`config.mk`:
```
export PLATFORM = sky130hd
export DESIGN_NAME = bram_port_arbiter
export DESIGN_NICKNAME = d
export VERILOG_FILES = /design/src/rtl/bram_port_arbiter.sv
export SDC_FILE = /design/constraint.sdc
export NUM_CORES = 1
export LEC_CHECK = 0
export ABC_AREA = 1
export CORE_AREA = 4 4 101 65
export CTS_CLUSTER_DIAMETER = 80
export CTS_CLUSTER_SIZE = 24
export DETAILED_ROUTE_END_ITERATION = 6
export DIE_AREA = 0 0 105 69
export PLACE_DENSITY = 0.8
export SYNTH_ARGS = -nofsm -noshare
export SYNTH_HDL_FRONTEND = slang
export SYNTH_SLANG_ARGS = --single-unit
```
`constraint.sdc`:
```
create_clock -name clk -period 2.54 [get_ports clk]
set_clock_uncertainty 0.2 [all_clocks]
set_input_delay 0.254 -clock clk [delete_from_list [all_inputs] [get_ports clk]]
set_output_delay 0.254 -clock clk [all_outputs]
set_load 0.05 [all_outputs]
```
`src/rtl/bram_port_arbiter.sv`:
```
// Shares one simple-dual-port block RAM between two read clients and two
// write clients. Each RAM port has its own round-robin arbiter. Read data
// comes back to the issuing client two cycles after its grant.
module bram_port_arbiter #(
    parameter int DATA_WIDTH    = 8,
    parameter int ADDRESS_WIDTH = 8
) (
    input  logic                     clk,
    input  logic                     reset_n,

    input  logic                     rd0_req,
    input  logic [ADDRESS_WIDTH-1:0] rd0_addr,
    output logic                     rd0_gnt,
    output logic                     rd0_valid,
    output logic [DATA_WIDTH-1:0]    rd0_data,

    input  logic                     rd1_req,
    input  logic [ADDRESS_WIDTH-1:0] rd1_addr,
    output logic                     rd1_gnt,
    output logic                     rd1_valid,
    output logic [DATA_WIDTH-1:0]    rd1_data,

    input  logic                     wr0_req,
    input  logic [ADDRESS_WIDTH-1:0] wr0_addr,
    input  logic [DATA_WIDTH-1:0]    wr0_data,
    output logic                     wr0_gnt,

    input  logic                     wr1_req,
    input  logic [ADDRESS_WIDTH-1:0] wr1_addr,
    input  logic [DATA_WIDTH-1:0]    wr1_data,
    output logic                     wr1_gnt,

    output logic [ADDRESS_WIDTH-1:0] ram_read_address,
    input  logic [DATA_WIDTH-1:0]    ram_read_data,
    output logic                     ram_write_enable,
    output logic [ADDRESS_WIDTH-1:0] ram_write_address,
    output logic [DATA_WIDTH-1:0]    ram_write_data
);

    typedef enum logic {
        CLIENT_0 = 1'b0,
        CLIENT_1 = 1'b1
    } client_e;

    // Round-robin pointers hold the client served last on each port.
    client_e                  rd_last_q, rd_last_d;
    client_e                  wr_last_q, wr_last_d;

    logic [ADDRESS_WIDTH-1:0] rd_addr_q, rd_addr_d;
    logic [ADDRESS_WIDTH-1:0] wr_addr_q, wr_addr_d;
    logic [DATA_WIDTH-1:0]    wr_data_q, wr_data_d;

    // Stage 1: tag of the read whose data the RAM returns next cycle.
    logic                     s1_valid_q, s1_valid_d;
    client_e                  s1_tag_q, s1_tag_d;

    // Stage 2: registered results per client.
    logic                     rd0_valid_q, rd0_valid_d;
    logic                     rd1_valid_q, rd1_valid_d;
    logic [DATA_WIDTH-1:0]    rd0_data_q, rd0_data_d;
    logic [DATA_WIDTH-1:0]    rd1_data_q, rd1_data_d;

    // Grants: a lone requester wins, on contention the client not served last.
    always_comb begin
        rd0_gnt = reset_n & rd0_req & (~rd1_req | (rd_last_q == CLIENT_1));
        rd1_gnt = reset_n & rd1_req & (~rd0_req | (rd_last_q == CLIENT_0));
        wr0_gnt = reset_n & wr0_req & (~wr1_req | (wr_last_q == CLIENT_1));
        wr1_gnt = reset_n & wr1_req & (~wr0_req | (wr_last_q == CLIENT_0));
    end

    // Read port: steer the granted address, tag it, and return data to its client.
    always_comb begin
        rd_last_d   = rd_last_q;
        rd_addr_d   = rd_addr_q;
        s1_valid_d  = rd0_gnt | rd1_gnt;
        s1_tag_d    = rd1_gnt ? CLIENT_1 : CLIENT_0;
        if (rd0_gnt) begin
            rd_last_d = CLIENT_0;
            rd_addr_d = rd0_addr;
        end else if (rd1_gnt) begin
            rd_last_d = CLIENT_1;
            rd_addr_d = rd1_addr;
        end
        rd0_valid_d = s1_valid_q & (s1_tag_q == CLIENT_0);
        rd1_valid_d = s1_valid_q & (s1_tag_q == CLIENT_1);
        rd0_data_d  = rd0_valid_d ? ram_read_data : rd0_data_q;
        rd1_data_d  = rd1_valid_d ? ram_read_data : rd1_data_q;
    end

    // Write port: pass the granted client's address/data, hold them otherwise.
    always_comb begin
        wr_last_d = wr_last_q;
        wr_addr_d = wr_addr_q;
        wr_data_d = wr_data_q;
        if (wr0_gnt) begin
            wr_last_d = CLIENT_0;
            wr_addr_d = wr0_addr;
            wr_data_d = wr0_data;
        end else if (wr1_gnt) begin
            wr_last_d = CLIENT_1;
            wr_addr_d = wr1_addr;
            wr_data_d = wr1_data;
        end
    end

    // State registers; reset points both arbiters at client 1 so client 0 wins first.
    always_ff @(posedge clk or negedge reset_n) begin
        if (!reset_n) begin
            rd_last_q   <= CLIENT_1;
            wr_last_q   <= CLIENT_1;
            rd_addr_q   <= '0;
            wr_addr_q   <= '0;
            wr_data_q   <= '0;
            s1_valid_q  <= 1'b0;
            s1_tag_q    <= CLIENT_0;
            rd0_valid_q <= 1'b0;
            rd1_valid_q <= 1'b0;
            rd0_data_q  <= '0;
            rd1_data_q  <= '0;
        end else begin
            rd_last_q   <= rd_last_d;
            wr_last_q   <= wr_last_d;
            rd_addr_q   <= rd_addr_d;
            wr_addr_q   <= wr_addr_d;
            wr_data_q   <= wr_data_d;
            s1_valid_q  <= s1_valid_d;
            s1_tag_q    <= s1_tag_d;
            rd0_valid_q <= rd0_valid_d;
            rd1_valid_q <= rd1_valid_d;
            rd0_data_q  <= rd0_data_d;
            rd1_data_q  <= rd1_data_d;
        end
    end

    assign ram_read_address  = rd_addr_d;
    assign ram_write_enable  = wr0_gnt | wr1_gnt;
    assign ram_write_address = wr_addr_d;
    assign ram_write_data    = wr_data_d;
    assign rd0_valid         = rd0_valid_q;
    assign rd1_valid         = rd1_valid_q;
    assign rd0_data          = rd0_data_q;
    assign rd1_data          = rd1_data_q;

endmodule
```
==> GITHUB_STEP_SUMMARY <==
## PnR job results

| Metric | Value |
|---|---|
| Status | complete, no violations |
| Setup bufs post-CTS | 0 |
| H-tree Lvls | 2 |
| Comb/total area | 21.2% |
| Pwr dens | 748 nW/um^2 |
| Crit path top cell by count | nand2_1 |
| GPL Wtd Cong | 0.827 |
| Yosys aoi share | 5.19% |
| CP arrival | 1950 ps |
| Tmin final | 2400 ps |
| Yosys stat area | 2310 sq um |
| CP max stage delay | 560 ps |
| Count of non-CTS buffers in the layout | 112 |
| Post-DP Area | 3680 sq um |
| Syn_nets | 354 |
| ANT cells | 0 |
| Post-CTS Hold Fix Bufs | 2 |
| Post_cts resized | 0 |
| DP HPWL | 4980 um |
| Vias in the first global route | 2295 |
| Pre-CTS setup slack | 313 ps |
| Initial antenna violation count | 0 |
| Comb pwr share | 48.5% |
| Largest net degree at the start of global routing | 29 |
| Cells after synthesis | 292 |
| Rows | 21 |
| Non-CTS inverters | 67 |
| Die X | 105 um |
| WL met2 | 2680 um |
| Crit start category | input port |
| Worst Hold Class | flop to flop |
| Synth cell types | 23 |
| Max Fclk | 416 MHz |
| Largest power group | combinational cells |
| Max FO, Critical Path | 9 |
| Slowest CP cell | dlygate4sd3_1 |
| Launch point of the worst reg-to-reg path | wr_last_q |
| Setup-failing EPs final | 0 |
| Stage-log warning count | 26 |
| P&R area growth vs syn | 64.7% |
| Top-Level Pins | 109 |
| CTS root buf | clkbuf_8 |
| Worst IR Drop VDD | 0.444 mV |
| Synthesized area | 2310 sq um |
| Logic area | 807 sq um |
| Sink Count | 46 |
| Clock net power | 0.000549 W |
| Dominant kind of cell | buffers |
| PortBufs | 108 |
| Layout Nets | 464 |
| Vias | 2201 |
| Flop count | 46 |
| Fill count | 438 |
| Metal3 WL | 649 um |
| Drt first pass iters | 4 |
| Placed cells | 462 |
| Comb power | 0.00138 W |
| Data buffer area share | 36.5% |
| Final Core Density | 69.1% |
| DIE AREA | 7250 sq um |
| CP Capture Type | output pin |
| MI comb cells | 170 |
| Fp util | 42.0% |
| GRT met2 Usage | 27.8% |
| Post-route cell area | 3810 sq um |
| Tot Pwr | 0.00285 W |
| RSZ-0062 raised after global routing | false |
| Most instantiated logic cell after routing | nand2_1 |
| Lkg Pwr | 1.99 nW |
| Switching share of total power | 39.4% |
| Ys Warns | 0 |
| Top Metal Used | met4 |
| Buffer and inverter count on the worst path | 4 |
| Clock network share of area | 2.95% |
| Post-synthesis cell count from yosys | 292 |
| Setup CP Type | input port to output pin |
| Reg clk slew, reported paths | 90 ps |
| CP startpoint | reset_n |
| Sw power | 0.00112 W |
| Final Hold Fails | 0 |
## registers in the layout, indices dropped and copies added (netlist names)
register / count
rd0_data: 8
rd0_valid: 1
s1_valid_q: 1
wr_addr_q: 8
s1_tag_q: 1
rd_addr_q: 8
wr_data_q: 8
rd_last_q: 1
rd1_data: 8
wr_last_q: 1
rd1_valid: 1
## cell usage after synthesis, drive strengths merged
| cell | n | share of area (%) |
|---|---|---|
| clkinv | 2 | 0.54 |
| dfstp | 2 | 2.3 |
| nand3 | 50 | 12 |
| buf | 6 | 2.6 |
| nand2 | 101 | 18 |
| clkbuf | 3 | 1.4 |
| o21ai | 18 | 5.2 |
| dfrtp | 44 | 48 |
| or2 | 1 | 0.27 |
| inv | 65 | 11 |
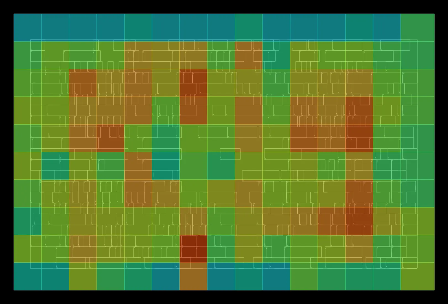
Figure 1: congestion heat map.
Overall Global Routing Usage: 18.9%
met1 Track Usage GR: 27.1%
busiest grt layer: met2

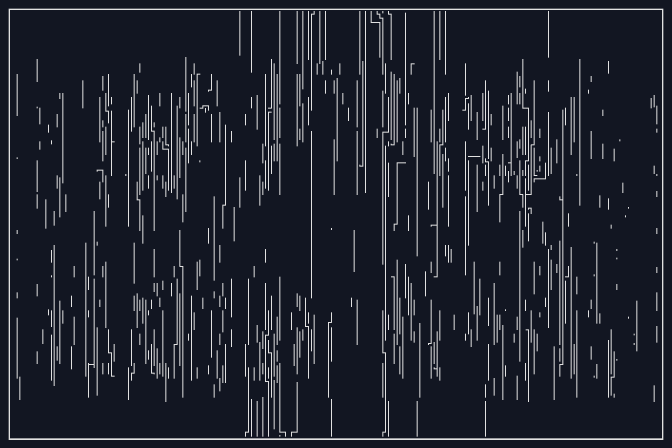
Figure 2: M2 wires.
share of all routed wire: 42%
nets with wire on the layer: 372

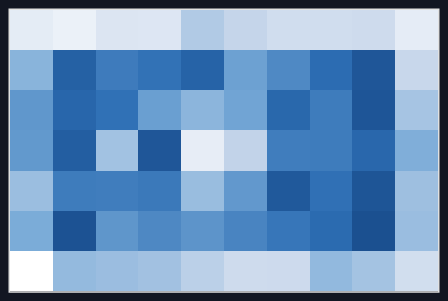
Figure 3: local utilization.
10 x 7 tiles, from white (low) to dark blue (high), 0 to 100% covered.
tiles over 75% full: 21%
fullest tile: 87%
nearly empty tiles: 1.4%

Power figures rest on the tool's default switching activity, not on a simulated workload.
